===== config.mk =====
export PLATFORM = sky130hd
export DESIGN_NAME = multicycle_ctrl
export DESIGN_NICKNAME = d
export VERILOG_FILES = /design/src/rtl/riscv_ctrl_pkg.sv /design/src/rtl/imm_type_decode.sv /design/src/rtl/multicycle_ctrl.sv
export SDC_FILE = /design/constraint.sdc
export NUM_CORES = 1
export LEC_CHECK = 0
export CAP_MARGIN = 20
export CORE_ASPECT_RATIO = 0.75
export CORE_UTILIZATION = 40
export CTS_BUF_LIST = sky130_fd_sc_hd__clkbuf_8
export DETAILED_ROUTE_END_ITERATION = 8
export PLACE_DENSITY_LB_ADDON = 0.15
export SYNTH_ARGS = -nofsm -noshare
export SYNTH_HDL_FRONTEND = slang
export SYNTH_SLANG_ARGS = --single-unit
export TNS_END_PERCENT = 5

===== constraint.sdc =====
create_clock -name clk -period 2.8 [get_ports clk]
set_input_delay 0.7 -clock clk [delete_from_list [all_inputs] [get_ports clk]]
set_output_delay 0.7 -clock clk [all_outputs]
set_load 0.05 [all_outputs]

===== src/rtl/riscv_ctrl_pkg.sv =====
// Shared definitions for the RV32I multi-cycle controller: FSM state
// encoding, opcode constants and the datapath select encodings.
package riscv_ctrl_pkg;

  typedef enum logic [3:0] {
    S_FETCH    = 4'd0,
    S_DECODE   = 4'd1,
    S_MEMADR   = 4'd2,
    S_MEMREAD  = 4'd3,
    S_MEMWB    = 4'd4,
    S_MEMWRITE = 4'd5,
    S_EXECR    = 4'd6,
    S_EXECI    = 4'd7,
    S_ALUWB    = 4'd8,
    S_BEQ      = 4'd9,
    S_JAL      = 4'd10,
    S_TRAP     = 4'd11
  } ctrl_state_e;

  localparam logic [6:0] OP_LOAD   = 7'b0000011;
  localparam logic [6:0] OP_STORE  = 7'b0100011;
  localparam logic [6:0] OP_RTYPE  = 7'b0110011;
  localparam logic [6:0] OP_ITYPE  = 7'b0010011;
  localparam logic [6:0] OP_BRANCH = 7'b1100011;
  localparam logic [6:0] OP_JAL    = 7'b1101111;

  localparam logic [1:0] ALU_OP_ADD   = 2'b00;
  localparam logic [1:0] ALU_OP_SUB   = 2'b01;
  localparam logic [1:0] ALU_OP_FUNCT = 2'b10;

  localparam logic [1:0] SRC_A_PC    = 2'b00;
  localparam logic [1:0] SRC_A_OLDPC = 2'b01;
  localparam logic [1:0] SRC_A_RS1   = 2'b10;

  localparam logic [1:0] SRC_B_RS2  = 2'b00;
  localparam logic [1:0] SRC_B_IMM  = 2'b01;
  localparam logic [1:0] SRC_B_FOUR = 2'b10;

  localparam logic [1:0] RES_ALUOUT  = 2'b00;
  localparam logic [1:0] RES_MEMDATA = 2'b01;
  localparam logic [1:0] RES_ALURES  = 2'b10;

  localparam logic [2:0] IMM_I = 3'b000;
  localparam logic [2:0] IMM_S = 3'b001;
  localparam logic [2:0] IMM_B = 3'b010;
  localparam logic [2:0] IMM_J = 3'b011;

endpackage


===== src/rtl/imm_type_decode.sv =====
// Combinational opcode -> immediate-format select for the immediate generator.
module imm_type_decode
  import riscv_ctrl_pkg::*;
(
  input  logic [6:0] i_opcode,
  output logic [2:0] o_imm_src
);

  // R-type carries no immediate; I format is the harmless fallback.
  always_comb begin
    o_imm_src = IMM_I;
    case (i_opcode)
      OP_STORE:  o_imm_src = IMM_S;
      OP_BRANCH: o_imm_src = IMM_B;
      OP_JAL:    o_imm_src = IMM_J;
      default:   o_imm_src = IMM_I;
    endcase
  end

endmodule


===== src/rtl/multicycle_ctrl.sv =====
// Multi-cycle RV32I control FSM with req/ready memory handshake.
// Define MULTICYCLE_CTRL_INSTRET_EN to build the retired-instruction counter.
module multicycle_ctrl
  import riscv_ctrl_pkg::*;
#(
  parameter int XLEN = 32
) (
  input  logic            clk,
  input  logic            reset,
  input  logic [6:0]      opcode,
  input  logic            zero,
  input  logic            mem_ready,
  output logic            mem_req,
  output logic            mem_write,
  output logic            adr_src,
  output logic            ir_write,
  output logic            pc_write,
  output logic            reg_write,
  output logic [1:0]      alu_src_a,
  output logic [1:0]      alu_src_b,
  output logic [1:0]      result_src,
  output logic [1:0]      alu_op,
  output logic [2:0]      imm_src,
  output logic            illegal,
  output logic [XLEN-1:0] instret
);

  ctrl_state_e r_state;
  ctrl_state_e w_next_state;
  logic [2:0]  w_imm_src;
  logic        r_illegal;

  imm_type_decode u_imm_type_decode (
    .i_opcode  (opcode),
    .o_imm_src (w_imm_src)
  );

  always_ff @(posedge clk) begin
    if (reset) begin
      r_state   <= S_FETCH;
      r_illegal <= 1'b0;
    end else begin
      r_state <= w_next_state;
      if (r_state == S_DECODE && w_next_state == S_TRAP) begin
        r_illegal <= 1'b1;
      end
    end
  end

  // Outputs are forced low while reset is high, whatever state is held.
  always_comb begin
    w_next_state = r_state;
    mem_req      = 1'b0;
    mem_write    = 1'b0;
    adr_src      = 1'b0;
    ir_write     = 1'b0;
    pc_write     = 1'b0;
    reg_write    = 1'b0;
    alu_src_a    = SRC_A_PC;
    alu_src_b    = SRC_B_RS2;
    result_src   = RES_ALUOUT;
    alu_op       = ALU_OP_ADD;
    if (reset) begin
      w_next_state = S_FETCH;
    end else begin
      case (r_state)
        S_FETCH: begin
          mem_req    = 1'b1;
          alu_src_b  = SRC_B_FOUR;
          result_src = RES_ALURES;
          if (mem_ready) begin
            ir_write     = 1'b1;
            pc_write     = 1'b1;
            w_next_state = S_DECODE;
          end else begin
            w_next_state = S_FETCH;
          end
        end
        S_DECODE: begin
          alu_src_a = SRC_A_OLDPC;
          alu_src_b = SRC_B_IMM;
          case (opcode)
            OP_LOAD, OP_STORE: w_next_state = S_MEMADR;
            OP_RTYPE:          w_next_state = S_EXECR;
            OP_ITYPE:          w_next_state = S_EXECI;
            OP_BRANCH:         w_next_state = S_BEQ;
            OP_JAL:            w_next_state = S_JAL;
            default:           w_next_state = S_TRAP;
          endcase
        end
        S_MEMADR: begin
          alu_src_a    = SRC_A_RS1;
          alu_src_b    = SRC_B_IMM;
          w_next_state = (opcode == OP_STORE) ? S_MEMWRITE : S_MEMREAD;
        end
        S_MEMREAD: begin
          mem_req      = 1'b1;
          adr_src      = 1'b1;
          w_next_state = mem_ready ? S_MEMWB : S_MEMREAD;
        end
        S_MEMWB: begin
          result_src   = RES_MEMDATA;
          reg_write    = 1'b1;
          w_next_state = S_FETCH;
        end
        S_MEMWRITE: begin
          mem_req      = 1'b1;
          mem_write    = 1'b1;
          adr_src      = 1'b1;
          w_next_state = mem_ready ? S_FETCH : S_MEMWRITE;
        end
        S_EXECR: begin
          alu_src_a    = SRC_A_RS1;
          alu_op       = ALU_OP_FUNCT;
          w_next_state = S_ALUWB;
        end
        S_EXECI: begin
          alu_src_a    = SRC_A_RS1;
          alu_src_b    = SRC_B_IMM;
          alu_op       = ALU_OP_FUNCT;
          w_next_state = S_ALUWB;
        end
        S_ALUWB: begin
          reg_write    = 1'b1;
          w_next_state = S_FETCH;
        end
        S_BEQ: begin
          alu_src_a    = SRC_A_RS1;
          alu_op       = ALU_OP_SUB;
          pc_write     = zero;
          w_next_state = S_FETCH;
        end
        S_JAL: begin
          // ALU forms the link value oldPC+4 while PC loads the target from ALUOut.
          alu_src_a    = SRC_A_OLDPC;
          alu_src_b    = SRC_B_FOUR;
          pc_write     = 1'b1;
          w_next_state = S_ALUWB;
        end
        S_TRAP: begin
          w_next_state = S_TRAP;
        end
        default: begin
          w_next_state = S_FETCH;
        end
      endcase
    end
  end

  assign imm_src = reset ? 3'b000 : w_imm_src;
  assign illegal = r_illegal & ~reset;

`ifdef MULTICYCLE_CTRL_INSTRET_EN
  logic [XLEN-1:0] r_instret;
  logic            w_retire;

  assign w_retire = (r_state == S_MEMWB) || (r_state == S_ALUWB) || (r_state == S_BEQ) ||
                    ((r_state == S_MEMWRITE) && mem_ready);

  always_ff @(posedge clk) begin
    if (reset) begin
      r_instret <= '0;
    end else if (w_retire) begin
      r_instret <= r_instret + {{(XLEN-1){1'b0}}, 1'b1};
    end
  end

  assign instret = reset ? '0 : r_instret;
`else
  assign instret = '0;
`endif

endmodule


==> flow_metrics.py <==
# Metrics from the implementation run
metrics = {
    "run_status": {
        "status": "finished, violations left",
        "violations": "design-rule violations",
    },
    "layout": {
        "num-clock-buffers": 3,
        "fillers": 170,
        "comb_cells": 113,
        "buffers": 41,
        "top_register": "r_state",
        "largest_class": "logic gates",
        "layout_top_registers": "r_state x4, r_illegal x1",
        "final_cell_area_mm2": 0.00140,
        "diodes": 0,
    },
    "global_routing": {
        "grt_antenna_before_repair": 0,
        "overflow": 0,
    },
    "detailed_routing": {
        "dr.pass1.iters": 6,
        "dr_total_vias": 881,
        "drt_wl_total_um": 2140,
        "viasPerCell": 4.69,
        "drc_errors": 15,
        "wl_per_cell_um": 11.4,
        "dr.first_iter.drc_count": 41,
    },
    "die": {
        "core_mm2": 0.00207,
        "die_w_um": 57.0,
        "taps": 24,
        "die_y_um": 43.3,
    },
    "final_timing": {
        "period_minus_slack_ps": 2710,
        "setup_tns_ps": 0,
        "hold_ws_ps": 620,
        "slew_headroom_pct": 60.8,
        "timing.final.max_slew_violations": 0,
        "finalHoldViolations": 0,
    },
    "setup_path": {
        "crit_fanout": 17,
        "cp_slowest_cell": "clkdlybuf4s50_1",
        "path_class": "in -> out",
        "path_common_cell": "buf_12",
        "r2r-start": "r_state[3]",
        "critPathTopFamily": "buffers and inverters",
        "crit_chain": "clkdlybuf4s50_1 > buf_12 > nor4b_2 > and2_1 > buf_12",
        "startpoint": "reset",
        "r2r_cells": 6,
        "cp_num_buf_inv": 3,
        "endpoint": "ir_write",
        "cp.required_ps": 2100,
    },
    "clock_network": {
        "cts_resized": 5,
        "cts_setup_buffers": 0,
        "cts.hold.buffers_added": 0,
        "cts_tree": "built",
        "cts_num_sinks": 5,
        "cts_buffers": 3,
        "clk_pin_slew_ps": 30,
    },
    "logic_synthesis": {
        "synth_area_um2": 908,
        "syn_avg_cell_area_um2": 7.10,
        "synth_cells": 128,
        "yosys_register_bits": 5,
        "ys_cells": 128,
        "area_leaders": "buf_4, dfxtp_1, nor2b_1, nor3_1, nand2b_1",
        "top_cell_area_share_pct": 29.8,
        "yosysWarnings": 0,
    },
    "pwr": {
        "clkPwrFrac_pct": 18.1,
        "comb_power_share_pct": 67.0,
        "vdd_drop_max_v": 0.000319,
        "cellPowerDensity_mw_per_mm2": 506,
        "power_frac_seq_pct": 14.9,
        "p_sw_share_pct": 49.2,
        "internal_power_uw": 361,
        "leakage_uw": 0.000593,
    },
    "placed_design": {
        "port_buffers": 27,
        "placed_cells": 184,
    },
    "worst_hold_path": {
        "holdPathStages": 2,
        "hold_class": "reg -> reg",
        "worstHoldEndpoint": "r_state[3]",
    },
    "flow_run": {
        "drv_cap": 0,
    },
}
-- cell usage after synthesis --
cell       count
nand3b_1       1
o21ba_2        1
xnor2_1        4
nand2b_1       6
nor3_1         8
o22ai_2        1
nor2b_1        7
a21oi_1        3
or3_1          1
or2_1          1
mux2_2         1
buf_2          3
o21ai_0        2
nor3_2         1
and2_1         1
nand3_1        5
o21a_1         1
nand4_1        1
buf_4         36
dfxtp_1        5
nor2_1         7
a31oi_1        1
a22o_1         1
and3_1         1
nand2_1        9
nor4b_2        1
mux2i_1        1
a2111oi_1      1
xor2_1         1
conb_1         1
nor4_1         6
clkbuf_1       2
a31o_1         1
and2b_4        1
o221ai_1       1
inv_1          1
nor3b_1        2
a31oi_2        1
-- logic make-up after synthesis --
group,synth area share [%]
compound gates,12.1
xor+xnor,4.82
buf+inv,32.6
flops,11.0
mux,2.34
other cells,0.413
simple gates,36.6
-- layer usage --
layer	vias up	wire length [um]	global-route usage [%]	part of all wire, %
met4	0	20	8.29	0.93
met3	2	123	1.83	5.7
met2	37	1070	29.4	50
met1	400	930	23.6	43
li1	442	-	-	-
met5	-	0	0	0
-- power groups by stage --
stage | clock network (uW) | registers (uW) | logic, uW
CTS | 133 | 105 | 473
finish | 128 | 106 | 475
global placement | 0 | 106 | 466
global route | 137 | 109 | 499
detailed placement | 0 | 106 | 472
floorplan | 0 | 89.2 | 358
-- cell usage in the layout (no fill, tap or decap), types with 2 or more instances in the layout --
master / count
nor2b_1: 7
nor2_1: 7
buf_4: 13
nand2b_1: 6
dlygate4sd2_1: 3
buf_12: 18
inv_1: 2
nand2_1: 9
nor3_1: 7
clkbuf_8: 3
nor3_2: 2
clkdlybuf4s50_1: 7
dfxtp_1: 5
nand3_1: 5
xnor2_1: 4
nor4_1: 5
a21oi_1: 3
conb_1: 33
met1.png
Scale bar: 20 um.
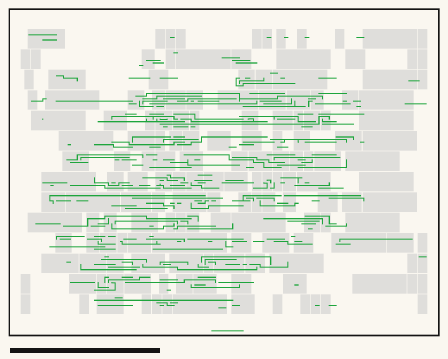
wire length on this layer: 931 um
nets with wire on the layer: 132
share of all routed wire: 43%

met2.png
Scale bar: 20 um.
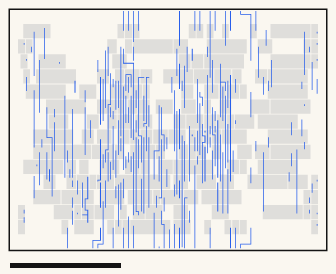
main direction: vertical
share of all routed wire: 50%
wire length on this layer: 1070 um
nets with wire on the layer: 152
longest straight run: 20.1 um

met3.png
Scale bar: 20 um.
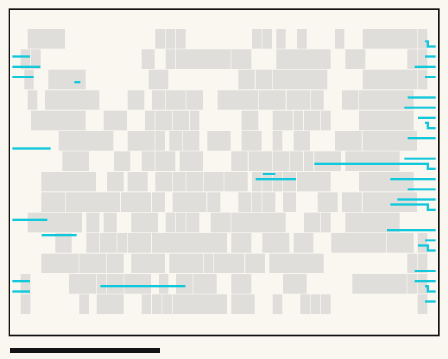
share of all routed wire: 5.8%
longest straight run: 14.9 um
nets with wire on the layer: 33
main direction: horizontal
wire length on this layer: 124 um

pins.png
Scale bar: 20 um. Pins as bars across the die edge, other pins in grey.
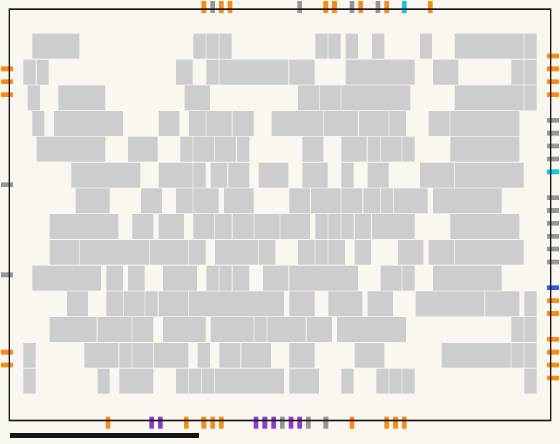
[result_src] cyan | pins: 2 | direction: output | edge: 1 right, 1 top
[reset] blue | pins: 1 | direction: input | edge: right
[opcode] purple | pins: 7 | direction: input | edge: bottom
[instret] orange | pins: 32 | direction: output | edge: 10 right, 9 bottom, 8 top, 5 left
all pins by edge: 22 right, 19 bottom, 13 top, 7 left

Power and IR drop assume default switching activity.
